**src/rtl/thirty_two_bit_one_to_two_demux_router.sv**
```systemverilog
// Purpose : 1:2 demux router. Each input word is steered to output A (in_select=0)
//           or output B (in_select=1). Each output is buffered by its own DEPTH-entry
//           first-word-fall-through FIFO.
// Latency : 1 cycle from input acceptance to x_valid/x_data. There is no bypass path.
// Backpr. : in_ready = !full of the selected FIFO. It never depends on a_ready/b_ready,
//           and a full side never blocks the other side.
// Ports   : clk, rst (async, active-low)
//           in_data/in_select/in_valid/in_ready  producer side
//           a_data/a_valid/a_ready               consumer A
//           b_data/b_valid/b_ready               consumer B
// Option  : `define DEMUX_STATS_EN adds a_count/b_count (16-bit wrapping totals of
//           words accepted per side).

module thirty_two_bit_one_to_two_demux_router_fifo #(
   parameter int unsigned W     = 32,
   parameter int unsigned DEPTH = 4
) (
   input  logic         clk,
   input  logic         rst,
   input  logic         push_i,
   input  logic [W-1:0] push_dat_i,
   output logic         full_o,
   input  logic         pop_i,
   output logic [W-1:0] head_dat_o,
   output logic         head_vld_o
);
   localparam int unsigned PW = (DEPTH > 1) ? $clog2(DEPTH) : 1;
   localparam int unsigned CW = PW + 1;
   localparam logic [PW-1:0] PTR_ONE  = PW'(1);
   localparam logic [CW-1:0] CNT_ONE  = CW'(1);
   localparam logic [CW-1:0] CNT_FULL = CW'(DEPTH);

   logic [W-1:0]  mem_q [DEPTH];
   logic [PW-1:0] rd_ptr_q, rd_ptr_d;
   logic [PW-1:0] wr_ptr_q, wr_ptr_d;
   logic [CW-1:0] cnt_q, cnt_d;
   logic          push_fire, pop_fire, empty;

   assign empty     = (cnt_q == '0);
   assign full_o    = (cnt_q == CNT_FULL);
   // A pop request against an empty FIFO is ignored, so an empty FIFO with a
   // simultaneous push and pop only pushes.
   assign pop_fire  = pop_i && !empty;
   assign push_fire = push_i && !full_o;

   always_comb begin
      rd_ptr_d = rd_ptr_q;
      wr_ptr_d = wr_ptr_q;
      cnt_d    = cnt_q;
      if (push_fire) wr_ptr_d = wr_ptr_q + PTR_ONE;
      if (pop_fire)  rd_ptr_d = rd_ptr_q + PTR_ONE;
      if (push_fire && !pop_fire) cnt_d = cnt_q + CNT_ONE;
      if (pop_fire && !push_fire) cnt_d = cnt_q - CNT_ONE;
   end

   always_ff @(posedge clk or negedge rst) begin
      if (!rst) begin
         rd_ptr_q <= '0;
         wr_ptr_q <= '0;
         cnt_q    <= '0;
      end else begin
         rd_ptr_q <= rd_ptr_d;
         wr_ptr_q <= wr_ptr_d;
         cnt_q    <= cnt_d;
      end
   end

   // Storage has no reset. Stale contents are hidden because the head is masked while empty.
   always_ff @(posedge clk) begin
      if (push_fire) mem_q[wr_ptr_q] <= push_dat_i;
   end

   assign head_vld_o = !empty;
   assign head_dat_o = empty ? '0 : mem_q[rd_ptr_q];
endmodule

module thirty_two_bit_one_to_two_demux_router #(
   parameter int unsigned DEPTH = 4
) (
   input  logic        clk,
   input  logic        rst,
   input  logic [31:0] in_data,
   input  logic        in_select,
   input  logic        in_valid,
   output logic        in_ready,
   output logic [31:0] a_data,
   output logic        a_valid,
   input  logic        a_ready,
   output logic [31:0] b_data,
   output logic        b_valid,
   input  logic        b_ready
`ifdef DEMUX_STATS_EN
   ,
   output logic [15:0] a_count,
   output logic [15:0] b_count
`endif
);
   logic a_full, b_full;
   logic a_push, b_push;

   // Only the selected side's fullness matters. There is deliberately no
   // pass-through when full, which keeps in_ready independent of x_ready.
   assign in_ready = in_select ? !b_full : !a_full;
   assign a_push   = in_valid && in_ready && !in_select;
   assign b_push   = in_valid && in_ready &&  in_select;

   thirty_two_bit_one_to_two_demux_router_fifo #(.W(32), .DEPTH(DEPTH)) u_fifo_a (
      .clk        (clk),
      .rst        (rst),
      .push_i     (a_push),
      .push_dat_i (in_data),
      .full_o     (a_full),
      .pop_i      (a_ready),
      .head_dat_o (a_data),
      .head_vld_o (a_valid)
   );

   thirty_two_bit_one_to_two_demux_router_fifo #(.W(32), .DEPTH(DEPTH)) u_fifo_b (
      .clk        (clk),
      .rst        (rst),
      .push_i     (b_push),
      .push_dat_i (in_data),
      .full_o     (b_full),
      .pop_i      (b_ready),
      .head_dat_o (b_data),
      .head_vld_o (b_valid)
   );

`ifdef DEMUX_STATS_EN
   logic [15:0] a_count_q, a_count_d;
   logic [15:0] b_count_q, b_count_d;

   always_comb begin
      a_count_d = a_count_q;
      b_count_d = b_count_q;
      if (a_push) a_count_d = a_count_q + 16'd1;
      if (b_push) b_count_d = b_count_q + 16'd1;
   end

   always_ff @(posedge clk or negedge rst) begin
      if (!rst) begin
         a_count_q <= '0;
         b_count_q <= '0;
      end else begin
         a_count_q <= a_count_d;
         b_count_q <= b_count_d;
      end
   end

   assign a_count = a_count_q;
   assign b_count = b_count_q;
`endif
endmodule

```
**config.mk**
```make
export PLATFORM = sky130hd
export DESIGN_NAME = thirty_two_bit_one_to_two_demux_router
export DESIGN_NICKNAME = d
export VERILOG_FILES = /design/src/rtl/thirty_two_bit_one_to_two_demux_router.sv
export SDC_FILE = /design/constraint.sdc
export NUM_CORES = 1
export LEC_CHECK = 0
export CAP_MARGIN = 20
export CORE_ASPECT_RATIO = 1.25
export CORE_UTILIZATION = 35
export CTS_CLUSTER_SIZE = 40
export DETAILED_ROUTE_END_ITERATION = 8
export GPL_TIMING_DRIVEN = 0
export PLACE_DENSITY_LB_ADDON = 0.1
export SLEW_MARGIN = 0
export SYNTH_ARGS = -nofsm -noshare
export SYNTH_HDL_FRONTEND = slang
export SYNTH_HIERARCHICAL = 1
export SYNTH_SLANG_ARGS = --single-unit
export TNS_END_PERCENT = 50
```
**constraint.sdc**
```tcl
create_clock -name clk -period 3.2 [get_ports clk]
set_input_delay 0.96 -clock clk [delete_from_list [all_inputs] [get_ports clk]]
set_output_delay 0.96 -clock clk [all_outputs]
set_load 0.05 [all_outputs]
```
### Placement view, run 1

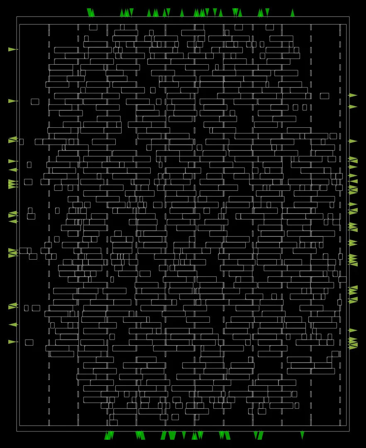
Core ar.: 29520 um2
Finished Layout Cells: 1038
Flops: 270
row count: 70

### Wiring by layer, run 1

(2 px per um) Two of the layers only.
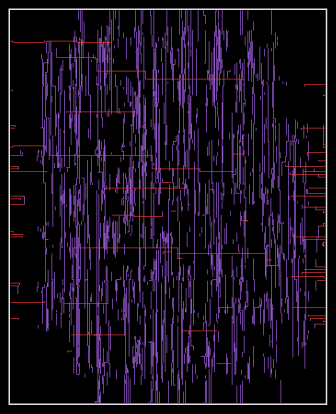
Red is met3, wire length 915 um. Purple is met2, wire length 11800 um.
WL final: 21990 um
WL per Instance: 21.19 um
routed vias: 4928

### Signal metal coverage by tile, run 1

(1.5 px per um) 32 x 39 tiles, from dark purple (low) to yellow (high), scaled to the fullest tile. Values are wire area over tile area, all layers added.
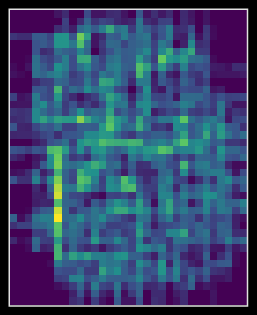
9.2% of the tiles are over half the peak. The mean over all tiles is 0.11. The fullest tile reaches 0.44. The emptiest ninth of the die: top right. The densest ninth of the die: middle.
GRT Resource Usage Total: 0.1488

==> results_dict.tcl, run 1 <==
# collected from the flow reports
set metrics [dict create \
    cap_violations 0 \
    endpoint "b_data[10]" \
    area_growth_pct 22.27 \
    die_h_um 196.8 \
    fp_util 0.3599 \
    ys_cells 485 \
    xor_area_frac 0.009893 \
    nFillCells 2590 \
    grt_remaining_overflow 0 \
    yosys_warnings 6 \
    dp_worst_setup_slack_ns -0.2525 \
    place_inst 993 \
    setup_tns_ns -0.01366 \
    antenna_found_initial 0 \
    use_met2 0.2707 \
    reg2reg_slack_ns 0.56 \
    largestRegisters "u_fifo_a/mem_q x128, u_fifo_b/mem_q x128" \
    h-tree-depth 1 \
    grt_max_degree 23 \
    outcome "complete, but fails checks" \
    final_util 0.4401 \
    violations "negative setup slack" \
    logic_family "multiplexers" \
    setup_slack_ns -0.006207 \
    synth-edff-count 256 \
    cp.depth 5 \
    cts_buffers 27 \
    hold_path_depth 1 \
    met1_usage 0.1826 \
    syn_inst 485 \
    synth_flops 270 \
    path_cells "buf_6 > buf_12 > mux4_2 > and2_1 > dlygate4sd2_1" \
    timing.hold.ws_ns 0.5076 \
    pwr.group.clock_mw 3.04 \
    cts_num_sinks 270 \
    wl_met3_um 914 \
    p_total_mw 13.37 \
    comb_share 0.1810 \
    layout.area.comb_um2 2351 \
    cts_setup_buffers 0 \
    fp_nets 535 \
    signal_buffers 132 \
    p_clk_frac 0.227 \
    cts_resized 204 \
    clockBufferDepth 3 \
    logic_gates 179 \
    tool_warnings 34 \
    grt_pass1_wl_um 33530 \
    setup_viol 6 \
    tightest_slew_ns 0.7298 \
    hold_end "u_fifo_b/cnt_q[2]$_DFFE_PN0P_" \
    diodes 0 \
    maxSlewViolCount 0 \
    gp_congestion 0.6964 \
    synth_cell_types 22 \
    ir_worst_vdd_mv 0.3728 \
    worst-setup-path-type "reg2out" \
    drc 0 \
    worstPathMaxFanout 10 \
]
==> inputs of run 2 (changes only) <==
--- a/config.mk
+++ b/config.mk
@@ -7,6 +7,7 @@
 export LEC_CHECK = 0
 export CAP_MARGIN = 20
 export CORE_ASPECT_RATIO = 1.25
+export CORE_MARGIN = 8
 export CORE_UTILIZATION = 35
 export CTS_CLUSTER_SIZE = 40
 export DETAILED_ROUTE_END_ITERATION = 8
### Placement view, run 2

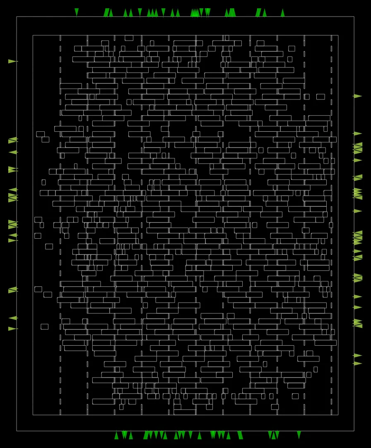
Core ar.: 30030 um2
sequential share of cell area: 0.6119

==> results_dict.tcl, run 2 <==
# collected from the flow reports
set metrics [dict create \
    yosysTopAreaCell "edfxtp_1" \
    timing.hold.ws_ns 0.5113 \
    seq_cell_count 270 \
    synth-edff-count 256 \
    final_cells 1044 \
    nFillCells 2707 \
    hold_end "u_fifo_a/cnt_q[2]$_DFFE_PN0P_" \
    cts_buffers 27 \
    p_total_mw 13.77 \
    area_growth_pct 23.65 \
    p_clk_frac 0.242 \
    signal_buffers 132 \
    syn_inst 485 \
    worstPathMaxFanout 10 \
    place_inst 998 \
    path_cells "buf_6 > buf_12 > mux4_2 > and2_1 > dlygate4sd2_1" \
    intPower_mw 8.449 \
    critPathMaxStageDelay_ns 0.49 \
    cp.depth 5 \
    worst-setup-path-type "reg2out" \
    antenna_found_initial 1 \
    hold_path_depth 1 \
    largestRegisters "u_fifo_a/mem_q x128, u_fifo_b/mem_q x128" \
    pwr.group.clock_mw 3.33 \
    endpoint "a_data[0]" \
    drtPass1Iterations 4 \
    tool_warnings 34 \
    logic_family "multiplexers" \
    cts_num_sinks 270 \
    violations "negative setup slack" \
    fmax_mhz 309.6 \
    logic_gates 179 \
    die_h_um 210.8 \
    cts_resized 165 \
    ir_worst_vdd_mv 0.3759 \
    setup_viol 7 \
    diodes 0 \
    cts_setup_buffers 0 \
    gp_congestion 0.6893 \
    setup_tns_ns -0.1527 \
    outcome "complete, but fails checks" \
    ys_cells 485 \
    fp_nets 535 \
    r2r_end "u_fifo_a/cnt_q[2]$_DFFE_PN0P_" \
    tightest_slew_ns 0.7375 \
    critPathSlowestCell "mux4_2" \
    wl_um 23480 \
    setup_slack_ns -0.03037 \
    grt_pass1_wl_um 35160 \
    hold_start "u_fifo_a/cnt_q[2]$_DFFE_PN0P_" \
    yosysTopAreaCellShare 0.7236 \
    reg2reg_slack_ns 0.71 \
    dp_worst_setup_slack_ns -0.2873 \
    final_period_minus_worst_setup_slack_ns 3.230 \
    use_met2 0.2434 \
    fp_util 0.3538 \
    clkCellAreaFrac 0.07248 \
    topCellsByArea "edfxtp_1 72%, mux4_2 12%, and2_1 4.4%" \
    xor_area_frac 0.009893 \
    grt_remaining_overflow 0 \
    inverters 12 \
    yosys.stat.seqShare 0.7566 \
    placed_area_um2 12340 \
    yosys_warnings 6 \
    comb_share 0.1790 \
    fp-row-count 71 \
    maxSlewViolCount 0 \
    synth_flops 270 \
    h-tree-depth 1 \
    grt_max_degree 23 \
    final_util 0.4375 \
    drive_gt1_frac 0.3033 \
    cap_violations 0 \
    vias 4967 \
    drc 0 \
    synth_cell_types 22 \
    routedLengthMet1_um 9324 \
    simple_gate_area_frac 0.05052 \
    layout.area.comb_um2 2351 \
    wl_met3_um 1116 \
    track_usage 0.1321 \
    met1_usage 0.1553 \
    die-width_um 171.8 \
    wl_per_cell_um 22.49 \
    p_leak_nw 4.460 \
    clockBufferDepth 3 \
]
